Fig. 1: routing congestion
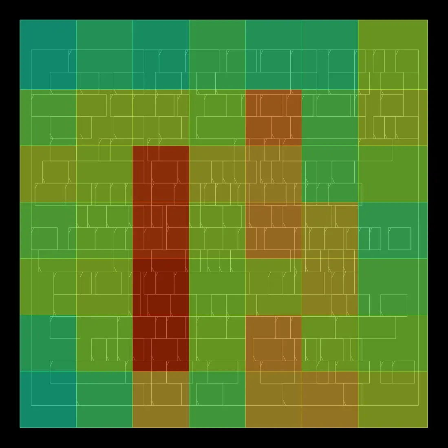
Fig. 2: wiring by layer
Bar = 10 µm.
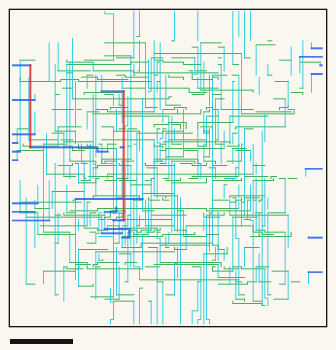
Fig. 3: a small window of the routed layout
Bar = 5 µm. Region (15, 25) to (35, 45) µm. Cells in grey, sequential cells in the stronger grey; small squares are vias.
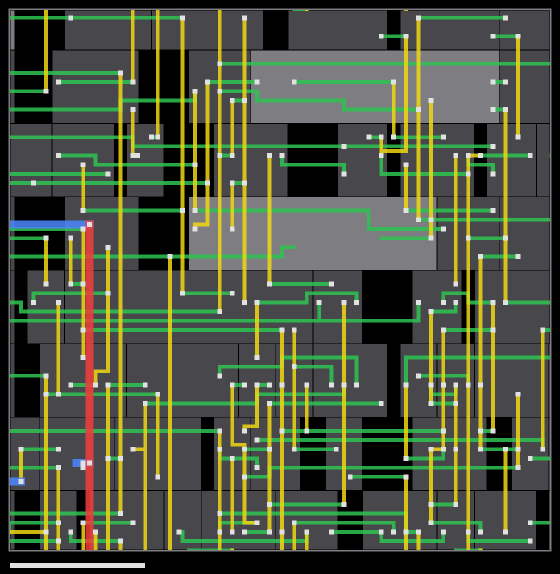
**src/rtl/pc_ctrl_pkg.sv**
```systemverilog
// pc_ctrl_pkg -- shared CPU definitions used by the program-counter control
// block and the control unit.
//   pc_op_e : program-counter operation codes (3 bits).
package pc_ctrl_pkg;

  localparam int OP_W  = 3;
  localparam int OFS_W = 8;

  typedef enum logic [OP_W-1:0] {
    OP_HOLD = 3'd0,
    OP_INC  = 3'd1,
    OP_LOAD = 3'd2,
    OP_REL  = 3'd3,
    OP_CALL = 3'd4,
    OP_RET  = 3'd5,
    OP_CLR  = 3'd6,
    OP_RSVD = 3'd7
  } pc_op_e;

endpackage

```
**src/rtl/pc_ctrl_if.sv**
```systemverilog
// pc_ctrl_if -- request/status bundle of the program-counter controller.
//   en, op, target, offset         : driven by the master (control unit)
//   pc, sp, stack_full/empty, err  : driven by the slave (pc_ctrl)
// Parameters: AW address width, SPW stack-pointer width.
interface pc_ctrl_if #(
  parameter int AW  = 8,
  parameter int SPW = 3
);
  import pc_ctrl_pkg::*;

  logic              en;
  logic [OP_W-1:0]   op;
  logic [AW-1:0]     target;
  logic [OFS_W-1:0]  offset;
  logic [AW-1:0]     pc;
  logic [SPW-1:0]    sp;
  logic              stack_full;
  logic              stack_empty;
  logic              err;

  modport master (
    output en, op, target, offset,
    input  pc, sp, stack_full, stack_empty, err
  );

  modport slave (
    input  en, op, target, offset,
    output pc, sp, stack_full, stack_empty, err
  );

endinterface

```
**src/rtl/pc_ctrl_ret_stack.sv**
```systemverilog
// pc_ret_stack -- LIFO of return addresses for pc_ctrl.
//   clk, rst      : clock, async active-high reset (occupancy only)
//   clr           : synchronous empty
//   push/pop, din : push din / drop top entry (ignored when full/empty)
//   top           : current top entry (don't-care when empty)
//   sp, full, empty : occupancy and its decodes
module pc_ret_stack #(
  parameter int AW    = 8,
  parameter int DEPTH = 4,
  parameter int SPW   = $clog2(DEPTH+1)
) (
  input  logic           clk,
  input  logic           rst,
  input  logic           clr,
  input  logic           push,
  input  logic           pop,
  input  logic [AW-1:0]  din,
  output logic [AW-1:0]  top,
  output logic [SPW-1:0] sp,
  output logic           full,
  output logic           empty
);
  localparam int IW = $clog2(DEPTH);

  logic [AW-1:0]  mem_q [DEPTH];
  logic [SPW-1:0] sp_q, sp_d;
  logic [IW-1:0]  wr_idx, rd_idx;

  assign full   = (sp_q == SPW'(DEPTH));
  assign empty  = (sp_q == '0);
  assign wr_idx = sp_q[IW-1:0];
  assign rd_idx = IW'(sp_q - 1'b1);
  assign top    = mem_q[rd_idx];
  assign sp     = sp_q;

  always_comb begin
    sp_d = sp_q;
    if (clr)                sp_d = '0;
    else if (push && !full) sp_d = sp_q + 1'b1;
    else if (pop && !empty) sp_d = sp_q - 1'b1;
  end

  always_ff @(posedge clk or posedge rst) begin
    if (rst) sp_q <= '0;
    else     sp_q <= sp_d;
  end

  // Entries are written before they are ever read, so storage carries no reset.
  always_ff @(posedge clk) begin
    if (push && !full) mem_q[wr_idx] <= din;
  end

endmodule

```
**src/rtl/pc_ctrl.sv**
```systemverilog
// pc_ctrl -- program counter with increment, absolute/relative jumps and an
// optional return stack for CALL/RET.
//   clk, rst : clock, async active-high reset (pc=RST_VEC, sp=0, err=0)
//   bus      : pc_ctrl_if.slave (en, op, target, offset in;
//              pc, sp, stack_full, stack_empty, err out)
// Build option: define PC_CTRL_CALL_STACK_EN to include the return stack;
// without it CALL/RET behave as HOLD and the stack status is constant empty.
module pc_ctrl
  import pc_ctrl_pkg::*;
#(
  parameter int            AW      = 8,
  parameter int            DEPTH   = 4,
  parameter logic [AW-1:0] RST_VEC = '0
) (
  input logic      clk,
  input logic      rst,
  pc_ctrl_if.slave bus
);

  logic [AW-1:0] pc_q, pc_d;
  logic          err_q, err_d;
  logic          push, pop, clr;

  // Sign-extend the 8-bit displacement, then keep the low AW bits; this
  // also truncates it when AW is narrower than 8.
  function automatic logic [AW-1:0] sext_off(input logic signed [OFS_W-1:0] off);
    logic signed [15:0] wide;
    wide = 16'(off);
    return wide[AW-1:0];
  endfunction

`ifdef PC_CTRL_CALL_STACK_EN
  logic [AW-1:0] stk_top;
  logic          stk_full, stk_empty;

  pc_ret_stack #(
    .AW    (AW),
    .DEPTH (DEPTH),
    .SPW   ($bits(bus.sp))
  ) u_stack (
    .clk   (clk),
    .rst   (rst),
    .clr   (clr),
    .push  (push),
    .pop   (pop),
    .din   (pc_q + 1'b1),
    .top   (stk_top),
    .sp    (bus.sp),
    .full  (stk_full),
    .empty (stk_empty)
  );

  assign bus.stack_full  = stk_full;
  assign bus.stack_empty = stk_empty;
`else
  assign bus.sp          = '0;
  assign bus.stack_full  = 1'b0;
  assign bus.stack_empty = 1'b1;
`endif

  always_comb begin
    pc_d  = pc_q;
    err_d = err_q;
    push  = 1'b0;
    pop   = 1'b0;
    clr   = 1'b0;
    if (bus.en) begin
      case (bus.op)
        OP_INC:  pc_d = pc_q + 1'b1;
        OP_LOAD: pc_d = bus.target;
        OP_REL:  pc_d = pc_q + sext_off(bus.offset);
`ifdef PC_CTRL_CALL_STACK_EN
        OP_CALL: begin
          if (stk_full) err_d = 1'b1;
          else begin
            push = 1'b1;
            pc_d = bus.target;
          end
        end
        OP_RET: begin
          if (stk_empty) err_d = 1'b1;
          else begin
            pop  = 1'b1;
            pc_d = stk_top;
          end
        end
`endif
        OP_CLR: begin
          pc_d  = RST_VEC;
          err_d = 1'b0;
          clr   = 1'b1;
        end
        default: ;
      endcase
    end
  end

  always_ff @(posedge clk or posedge rst) begin
    if (rst) begin
      pc_q  <= RST_VEC;
      err_q <= 1'b0;
    end else begin
      pc_q  <= pc_d;
      err_q <= err_d;
    end
  end

  assign bus.pc  = pc_q;
  assign bus.err = err_q;

endmodule

```
**src/flat_wrapper.sv**
```systemverilog
// flat-port wrapper written by rule: the top's interface ports become plain ports
module pc_ctrl_flat import pc_ctrl_pkg::*;
#(
  parameter int            AW      = 8,
  parameter int            DEPTH   = 4,
  parameter logic [AW-1:0] RST_VEC = '0
)
  (clk, rst, bus_en, bus_op, bus_target, bus_offset, bus_pc, bus_sp, bus_stack_full, bus_stack_empty, bus_err);
  pc_ctrl_if #(.AW(AW), .SPW(($clog2(DEPTH+1)))) bus_i ();
  input logic clk;
  input logic rst;
  input wire logic [$bits(bus_i.en)-1:0] bus_en;
  input wire logic [$bits(bus_i.op)-1:0] bus_op;
  input wire logic [$bits(bus_i.target)-1:0] bus_target;
  input wire logic [$bits(bus_i.offset)-1:0] bus_offset;
  output wire logic [$bits(bus_i.pc)-1:0] bus_pc;
  output wire logic [$bits(bus_i.sp)-1:0] bus_sp;
  output wire logic [$bits(bus_i.stack_full)-1:0] bus_stack_full;
  output wire logic [$bits(bus_i.stack_empty)-1:0] bus_stack_empty;
  output wire logic [$bits(bus_i.err)-1:0] bus_err;
  assign bus_i.en = bus_en;
  assign bus_i.op = bus_op;
  assign bus_i.target = bus_target;
  assign bus_i.offset = bus_offset;
  assign bus_pc = bus_i.pc;
  assign bus_sp = bus_i.sp;
  assign bus_stack_full = bus_i.stack_full;
  assign bus_stack_empty = bus_i.stack_empty;
  assign bus_err = bus_i.err;
  pc_ctrl #(.AW(AW), .DEPTH(DEPTH), .RST_VEC(RST_VEC)) u_core (.clk(clk), .rst(rst), .bus(bus_i));
endmodule
```
**config.mk**
```make
export PLATFORM = sky130hd
export DESIGN_NAME = pc_ctrl_flat
export DESIGN_NICKNAME = d
export VERILOG_FILES = /design/src/rtl/pc_ctrl_pkg.sv /design/src/rtl/pc_ctrl_if.sv /design/src/rtl/pc_ctrl_ret_stack.sv /design/src/rtl/pc_ctrl.sv /design/src/flat_wrapper.sv
export SDC_FILE = /design/constraint.sdc
export NUM_CORES = 1
export LEC_CHECK = 0
export ABC_AREA = 1
export ABC_CLOCK_PERIOD_IN_PS = 1500
export CORE_UTILIZATION = 39
export DETAILED_ROUTE_END_ITERATION = 8
export GPL_TIMING_DRIVEN = 0
export PLACE_DENSITY = 0.76
export SLEW_MARGIN = 0
export SYNTH_ARGS = -nofsm -noshare
export SYNTH_HDL_FRONTEND = slang
export SYNTH_SLANG_ARGS = --single-unit
```
**constraint.sdc**
```tcl
create_clock -name clk -period 1.5 [get_ports clk]
set_input_delay 0.45 -clock clk [delete_from_list [all_inputs] [get_ports clk]]
set_output_delay 0.45 -clock clk [all_outputs]
set_load 0.02 [all_outputs]
```
==> out/README.md <==
| Step | Metric | Reported |
| --- | --- | --- |
| run status | Outcome | finished with violations |
| run status | Failing checks | negative setup slack |
| yosys | Instance tally after logic synthesis | 132 |
| sta | Worst hold-check slack | 446.9 ps |
| routing | # DRC | 0 |
| place | Post-detailed-placement half-perimeter wirelength | 1776 µm |
| yosys | Ao+oa area frac | 13.99% |
| cells and area | P&R area growth vs syn | 70.49% |
| cells and area | Share of layout cells above drive strength 1 | 34.64% |
| die | Core Area | 0.002062 mm² |
| routing | Top routing layer used | met4 |
| global route | Via count of the first global-routing pass | 946 |
| routing | Routed length on met1 | 1077 µm |
| power | Comb power frac | 65.7% |
| yosys | Number of flops mapped to enable cells by yosys | 0 |
| yosys | Unique masters post-synth | 23 |
| global route | Grt total ovfl | 0 |
| global route | Gr busiest metal | met2 |
| sta | Max Transition Viols Final | 0 |
| sta | Hold violation total from the final report | 0 |
| power | Cell-internal power | 0.9025 mW |
| yosys | Commonest cells in the netlist | nand2_1 (30), inv_1 (19), nand3_1 (11), nor2_1 (11), a21oi_1 (10) |
| yosys | Post-synthesis cell type with the largest combined area | dfrtp_1 |
| power | Largest Pwr Group | combinational cells |
| clocking | Clock slew at reported path FFs | 60 ps |
| critical path | Worst stage delay on the critical path | 230 ps |
| power | Clk network pwr share | 11.3% |
| yosys | Synth async-reset ratio | 100.0% |
| die | Die span in y | 49.90 µm |
| power | Seq. pwr | 0.361 mW |
| critical path | Data arrival time of the worst path | 2000 ps |
| yosys | MUX area fraction | 0% |
| yosys | FF+latch count, synth | 8 |
| global route | Global-route wire length before repair | 3912 µm |
| clocking | Maximum root-to-sink buffer count | 2 |
| sta | Clock tree skew after final layout | 4.964 ps |
| power | Pleak | 0.7495 nW |
| cells and area | Number of non-filler instances in the completed layout | 206 |
| place | Worst slack after detailed placement | -1492 ps |
| power | Sw Ratio | 42.45% |
| place | Placer Congestion | 0.8405 |
| critical path | Crit. End Element | flop |
| sta | Tcrit/Tclk final | 123.7% |
| clocking | Clock latency on the worst-skew pair | 260 ps |
| cells and area | Design Area, Final | 0.001525 mm² |
| power | Maximum resistive drop on vdd | 732.5 µV |
| global route | Maximum number of pins on one net before global-route repair | 10 |
| yosys | Most instantiated library cell after synthesis | nand2_1 |
| routing | Post-route ant nets | 0 |
| clocking | Root buffer cell | clkbuf_4 |
| cells and area | Net total in the final layout | 211 |
| yosys | Synthesized-area fraction occupied by xor and xnor cells | 0% |
| sta | Setup repair after global routing missed its margin | yes |
| routing | DRC marker count from the first detailed-route iteration | 12 |
| critical path | Required @ worst endpoint | 1640 ps |
| cells and area | Util after Layout | 73.97% |
| critical path | Termination of the worst setup path | u_core.bus.pc[4]$_DFFE_PP0P_ |
| die | I/O pins | 36 |
| sta | Number of setup violations in the final report | 7 |
| power | Switching power | 0.6657 mW |
| routing | Drt first pass iters | 4 |
| sta | Post-layout min period | 1856 ps |
| routing | Routed wire length on met3 | 79 µm |
| power | Power per cell area | 1028 mW/mm² |
| clocking | Inserted Clock Buffers | 3 |
| critical path | Reg2Reg Launch Point | u_core.bus.pc[0]$_DFFE_PP0P_ |
| power | Combinational group power | 1.03 mW |
| clocking | TritonCTS clock tree | yes |
| critical path | CP startpoint kind | input port |
| die | Floorplan core density | 43.39% |
| sta | Worst Slack Setup Final | -356.2 ps |
## Picture notes: Fig. 1
met1 track utilization from global routing: 23.88%
detailed-route wire length per cell: 12.03 µm
met2 capacity usage during global routing: 39.41%
met3 GRT Util: 1.852%
overall track demand over capacity in global routing: 20.69%

## Picture notes: Fig. 2
| colour | layer | wire length |
|---|---|---|
| cyan | met2 | 1,290 µm |
| red | met4 | 33.3 µm |
| green | met1 | 1,080 µm |
| blue | met3 | 79.8 µm |
Total Wirelength: 2479 µm
number of vias after detailed routing: 997

## Picture notes: Fig. 3
| colour | layer |
|---|---|
| blue | met3 |
| green | met1 |
| red | met4 |
| yellow | met2 |
sequential cells in the window: 2
netlist names of flops here include: u_core.bus.pc (2)
cells with their middle in the window: 46
most frequent: nand2_1 (7), nand3b_1 (4), dlygate4sd2_1 (4)

per-stage QoR:
stage | power (mW) | TNS (ps)
global route | 1.676 | -2321
floorplan | 0.9138 | -2249
global placement | 1.190 | -9171
CTS | 1.511 | -1743
finish | 1.568 | -1724
detailed placement | 1.217 | -9574
critical path: cells and delay by family:
family / cells / cell delay (ps)
and+or+nand+nor: 8 / 920
adders and majority gates: 2 / 350
buffers and inverters: 4 / 230
AOI/OAI and AO/OA: 1 / 60
cell type report:
class | count | area (µm²) | share of cell area (%)
multi-input combinational | 100 | 750.7 | 49.22
clock buffer | 3 | 22.52 | 1.477
timing repair buffer | 40 | 382.9 | 25.10
inverter | 22 | 90.09 | 5.906
sequential | 8 | 200.2 | 13.13
buffer | 6 | 45.04 | 2.953
tap | 27 | 33.78 | 2.215
Power is estimated from default activity; no workload was simulated.
